===== config.mk =====
export PLATFORM = sky130hd
export DESIGN_NAME = reg_read_stage
export DESIGN_NICKNAME = d
export VERILOG_FILES = /design/src/rtl/reg_read_stage.sv
export SDC_FILE = /design/constraint.sdc
export NUM_CORES = 2
export LEC_CHECK = 0
export ABC_CLOCK_PERIOD_IN_PS = 3500
export CAP_MARGIN = 15
export CORE_MARGIN = 3
export CORE_UTILIZATION = 60
export CTS_CLUSTER_DIAMETER = 200
export DETAILED_ROUTE_END_ITERATION = 7
export PLACE_DENSITY = 0.78
export SLEW_MARGIN = 30
export SYNTH_ARGS = -nofsm -noshare
export SYNTH_HDL_FRONTEND = slang
export SYNTH_SLANG_ARGS = --single-unit
export TNS_END_PERCENT = 30

===== constraint.sdc =====
create_clock -name clk -period 3.5 [get_ports clk]
set_clock_uncertainty 0.05 [all_clocks]
set_input_delay 0.875 -clock clk [delete_from_list [all_inputs] [get_ports clk]]
set_output_delay 0.875 -clock clk [all_outputs]
set_load 0.02 [all_outputs]

===== src/rtl/reg_read_stage.sv =====
// Register-read pipeline stage: register file with write-back bypass, busy-bit
// scoreboard for RAW/WAW hazard stalls, and a one-entry output register.
module reg_read_stage #(
    parameter int XLEN     = 32,
    parameter int NUM_REGS = 32,
    parameter int FUR_W    = 48,
    parameter int ZERO_REG = 1,
    localparam int RIDX_W  = $clog2(NUM_REGS)
) (
    input  logic              clk,
    input  logic              rst_n,

    input  logic              in_valid,
    output logic              in_ready,
    input  logic [RIDX_W-1:0] in_rs1,
    input  logic [RIDX_W-1:0] in_rs2,
    input  logic              in_rs1_en,
    input  logic              in_rs2_en,
    input  logic              in_wb_wr,
    input  logic [RIDX_W-1:0] in_rd,
    input  logic [FUR_W-1:0]  in_fur,

    output logic              out_valid,
    input  logic              out_ready,
    output logic [XLEN-1:0]   out_rs1_val,
    output logic [XLEN-1:0]   out_rs2_val,
    output logic              out_wb_wr,
    output logic [RIDX_W-1:0] out_rd,
    output logic [FUR_W-1:0]  out_fur,

    input  logic              wb_valid,
    input  logic [RIDX_W-1:0] wb_rd,
    input  logic [XLEN-1:0]   wb_data,

    input  logic              flush
);

    typedef enum logic {
        REG_NOPE = 1'b0,
        REG_NEXT = 1'b1
    } state_t;

    state_t               state_q, state_d;
    logic [XLEN-1:0]      rf_q [NUM_REGS];
    logic [XLEN-1:0]      rf_d [NUM_REGS];
    logic [NUM_REGS-1:0]  busy_q, busy_d;

    logic [XLEN-1:0]      out_rs1_val_q, out_rs1_val_d;
    logic [XLEN-1:0]      out_rs2_val_q, out_rs2_val_d;
    logic                 out_wb_wr_q, out_wb_wr_d;
    logic [RIDX_W-1:0]    out_rd_q, out_rd_d;
    logic [FUR_W-1:0]     out_fur_q, out_fur_d;

    logic                 wb_zero;
    logic                 wb_hit_rs1, wb_hit_rs2, wb_hit_rd;
    logic                 raw_hazard, waw_hazard;
    logic                 fire;
    logic                 rd_is_zero;
    logic [XLEN-1:0]      rs1_val, rs2_val;

    // Hazard detection; a write-back landing this cycle resolves the hazard.
    always_comb begin
        wb_zero    = (ZERO_REG != 0) && (wb_rd == '0);
        wb_hit_rs1 = wb_valid && (wb_rd == in_rs1) && !wb_zero;
        wb_hit_rs2 = wb_valid && (wb_rd == in_rs2) && !wb_zero;
        wb_hit_rd  = wb_valid && (wb_rd == in_rd) && !wb_zero;
        rd_is_zero = (ZERO_REG != 0) && (in_rd == '0);

        raw_hazard = (in_rs1_en && busy_q[in_rs1] && !wb_hit_rs1) ||
                     (in_rs2_en && busy_q[in_rs2] && !wb_hit_rs2);
        waw_hazard = in_wb_wr && busy_q[in_rd] && !wb_hit_rd;

        in_ready = !flush && !raw_hazard && !waw_hazard &&
                   ((state_q == REG_NOPE) || out_ready);
        fire     = in_valid && in_ready;
    end

    always_comb begin
        rs1_val = '0;
        if (in_rs1_en) begin
            if (wb_hit_rs1)
                rs1_val = wb_data;
            else if (!((ZERO_REG != 0) && (in_rs1 == '0)))
                rs1_val = rf_q[in_rs1];
        end

        rs2_val = '0;
        if (in_rs2_en) begin
            if (wb_hit_rs2)
                rs2_val = wb_data;
            else if (!((ZERO_REG != 0) && (in_rs2 == '0)))
                rs2_val = rf_q[in_rs2];
        end
    end

    // Busy set from an issuing writer is applied last so it beats a same-cycle clear.
    always_comb begin
        busy_d = busy_q;
        if (wb_valid && !wb_zero)
            busy_d[wb_rd] = 1'b0;
        if (fire && in_wb_wr && !rd_is_zero)
            busy_d[in_rd] = 1'b1;
        if (flush)
            busy_d = '0;

        rf_d = rf_q;
        if (wb_valid && !wb_zero)
            rf_d[wb_rd] = wb_data;
    end

    always_comb begin
        state_d       = state_q;
        out_rs1_val_d = out_rs1_val_q;
        out_rs2_val_d = out_rs2_val_q;
        out_wb_wr_d   = out_wb_wr_q;
        out_rd_d      = out_rd_q;
        out_fur_d     = out_fur_q;

        if (fire) begin
            out_rs1_val_d = rs1_val;
            out_rs2_val_d = rs2_val;
            out_wb_wr_d   = in_wb_wr;
            out_rd_d      = in_rd;
            out_fur_d     = in_fur;
        end

        case (state_q)
            REG_NOPE: if (fire) state_d = REG_NEXT;
            REG_NEXT: if (out_ready && !fire) state_d = REG_NOPE;
            default:  state_d = REG_NOPE;
        endcase

        if (flush)
            state_d = REG_NOPE;
    end

    always_ff @(posedge clk or negedge rst_n) begin
        if (!rst_n) begin
            state_q       <= REG_NOPE;
            rf_q          <= '{default: '0};
            busy_q        <= '0;
            out_rs1_val_q <= '0;
            out_rs2_val_q <= '0;
            out_wb_wr_q   <= 1'b0;
            out_rd_q      <= '0;
            out_fur_q     <= '0;
        end else begin
            state_q       <= state_d;
            rf_q          <= rf_d;
            busy_q        <= busy_d;
            out_rs1_val_q <= out_rs1_val_d;
            out_rs2_val_q <= out_rs2_val_d;
            out_wb_wr_q   <= out_wb_wr_d;
            out_rd_q      <= out_rd_d;
            out_fur_q     <= out_fur_d;
        end
    end

    assign out_valid   = (state_q == REG_NEXT);
    assign out_rs1_val = out_rs1_val_q;
    assign out_rs2_val = out_rs2_val_q;
    assign out_wb_wr   = out_wb_wr_q;
    assign out_rd      = out_rd_q;
    assign out_fur     = out_fur_q;

endmodule


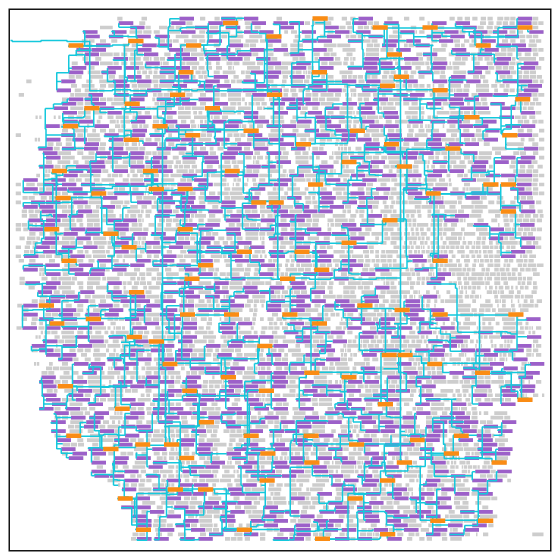
Figure 1: clock network drawn from the DEF.
- clock wires: cyan (length 14,200 um)
- flip-flops: purple (count 1,175)
- clock-net drivers: orange (count 120)
- flops lie: all over the die

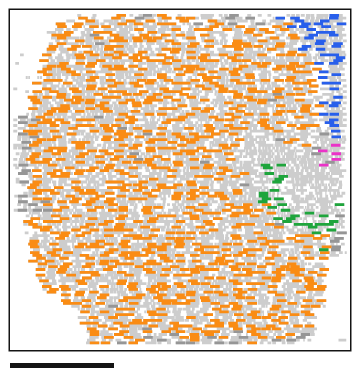
Figure 2: sequential cells grouped by signal name.
Scale bar: 100 um.
- `out_fur`: blue (placed flops 48; where top right)
- `out_rd`: magenta (placed flops 5; where right middle)
- `busy_q`: green (placed flops 32; where right middle)
- `rf_q`: orange (placed flops 1,024; where all over the die)

==> flow_metrics.env <==
# flow metrics
export IMPL_run_status="finished with violations"
export IMPL_violations="setup timing"
export IMPL_ctsLongestPathBuffers=3
export IMPL_setup_worst_path_start_class="flop"
export IMPL_ioPinCount=229
export IMPL_fp_nets=4327
export IMPL_antenna_found_initial=6
export IMPL_synth_xor_xnor_area_share=0.00212
export IMPL_setup_viol=1
export IMPL_setup_ws_ns=-0.130
export IMPL_arrival_ns=2.70
export IMPL_ir_drop_uv=440
export IMPL_critPathTopFamily="multiplexers"
export IMPL_cap_violations=0
export IMPL_drc=0
export IMPL_ys_seq_elements=1175
export IMPL_grt_overflow=0
export IMPL_reg2reg_depth=14
export IMPL_clock_sinks=1175
export IMPL_rsz0062_at_grt="yes"
export IMPL_seq_area_frac_synth=0.474
export IMPL_grt_pass1_wl_um=294000
export IMPL_dr_total_vias=42900
export IMPL_drt_iter0_markers=5477
export IMPL_ys_cells=4218
export IMPL_die_area_um2=107000
export IMPL_flop_cell="dfrtp_1"
export IMPL_clkTransAtPathRegs_ns=0.06
export IMPL_grt_max_degree=100
export IMPL_max_freq_mhz=276
export IMPL_cp_num_cells=6
export IMPL_post_route_util=0.712
export IMPL_netlist_area_um2=62000
export IMPL_final_design_area_no_fill_um2=72800
export IMPL_yosysChipArea_um2=62000
export IMPL_place_congestion=0.972
export IMPL_yosysTopAreaCell="dfrtp_1"
export IMPL_yosys_area_share_adder=0
export IMPL_dp_hpwl_um=123000
export IMPL_core_util_floorplan=0.607
export IMPL_drt_first_pass_iters=5
export IMPL_netlist_instances=4218
export IMPL_crit_chain="mux4_2 > mux2_4 > a221o_1 > a41oi_2 > and3_4 > buf_6"
export IMPL_worstMarginPinSlew_ns=0.844
export IMPL_cts_hold_buf=0
export IMPL_avgSynthCellArea_um2=14.7
export IMPL_path_class="reg2out"
export IMPL_drtAntennaViolNets=0
export IMPL_rrSetupSlack_ns=0.01
export IMPL_layout_cells_non_filler=5982
export IMPL_path_max_fanout=2
export IMPL_clock_latency_ns=0.74
export IMPL_die_w_um=328
export IMPL_warnings=29
export IMPL_critical_path_buf_inv_count=1
export IMPL_synthArstFlopShare=1.00
export IMPL_cp_slowest_cell="mux4_2"
export IMPL_final_max_slew_viol_count=0
export IMPL_cts_root_buffer="clkbuf_16"
export IMPL_fp_coreArea_um2=102000
-- layout make-up --
cell class / count / area (um2) / share of cell area
multi-input combinational: 2546 / 30700 / 0.422
sequential: 1175 / 29400 / 0.404
timing repair buffer: 640 / 6660 / 0.0915
clock buffer: 176 / 3570 / 0.0490
tap: 1368 / 1710 / 0.0235
clock inverter: 48 / 587 / 0.00806
inverter: 26 / 103 / 0.00141
antenna: 3 / 7.51 / 0.000103
-- cells in the mapped netlist (13+ instances only) --
master and count:
nand4_1 19, a22o_1 22, a21oi_1 58, inv_1 25, o31ai_1 19, a22oi_1 51
mux2_2 1111, mux2i_1 267, nand3_1 44, mux4_2 477, o211ai_1 27, a211oi_1 23
nor2_1 41, a32o_1 14, buf_1 58, dfrtp_1 1175, buf_2 80, a21boi_0 16
clkbuf_1 293, buf_4 28, nand2_1 80, a221oi_1 33, o22ai_1 13, o21ai_0 39
o221ai_1 41, nand2b_1 20
-- registers in the layout, summed over array words and instances, names as in the netlist --
| name | flops |
|---|---|
| out_rd | 5 |
| out_wb_wr | 1 |
| out_fur | 48 |
| rf_q | 1024 |
| out_valid | 1 |
| out_rs1_val | 32 |
| out_rs2_val | 32 |
| busy_q | 32 |
-- per-layer routing --
metal	track usage	routed length [um]	vias up
met5	0	29	-
li1	-	-	16900
met1	0.513	76000	22800
met3	0.101	22500	578
met2	0.557	90300	2725
met4	0.173	10200	4
-- worst reg2reg max path, stage by stage, from the launching register on --
cell,delay (ns)
dfrtp_1,0.41
mux4_2,0.46
mux2_4,0.26
a221o_1,0.30
a41oi_2,0.21
buf_4,0.15
buf_4,0.10
buf_6,0.08
buf_6,0.08
buf_6,0.08
buf_6,0.08
buf_6,0.08
and4_4,0.34
buf_12,0.22
mux2_2,0.47
-- timing repair --
item / in CTS / in global routing
resized: 25 / 12
buffers inserted: 9 / 3
endpoints found under the setup margin: 1 / 117
pin swaps: 3 / 4
cloned: 0 / 1
-- metrics by stage --
stage	hold WS, ns	setup WS [ns]	total power [mW]
6_report	0.106	-0.130	40.5
5_1_grt	0.106	-0.162	41.9
4_1_cts	0.0916	-0.164	40.4
3_5_place_dp	0.335	-0.765	27.0
3_3_place_gp	0.328	-0.788	26.5
2_1_floorplan	0.391	0.150	23.7
-- worst paths after layout --
path | start | end
min in group clk | rf_q[1016] | rf_q[1016]
worst min-delay path | rst_n | out_rs2_val[23]
worst min register to register | rf_q[1016] | rf_q[1016]
max in group asynchronous | rst_n | rf_q[782]
worst max register to register | busy_q[24] | out_rs2_val[12]
worst max-delay path | busy_q[24] | in_ready
-- kinds of logic (layout without fill, tap and decap cells) --
kind of cell	after synthesis	after routing
flip-flops	1175	1175
buffers and inverters	497	890
other	0	3
multiplexers	1862	1862
AND/OR/NAND/NOR	267	267
XOR/XNOR	15	15
AND-OR/OR-AND	402	402
-- where the power goes --
group / total [mW] / switching (mW) / internal (mW) / leakage [nW]
combinational: 8.99 / 3.71 / 5.27 / 14.6
clock: 13.4 / 5.59 / 7.85 / 2.06
sequential: 18.0 / 1.90 / 16.1 / 15.1
total: 40.5 / 11.2 / 29.3 / 31.7
Power is estimated from default activity; no workload was simulated.
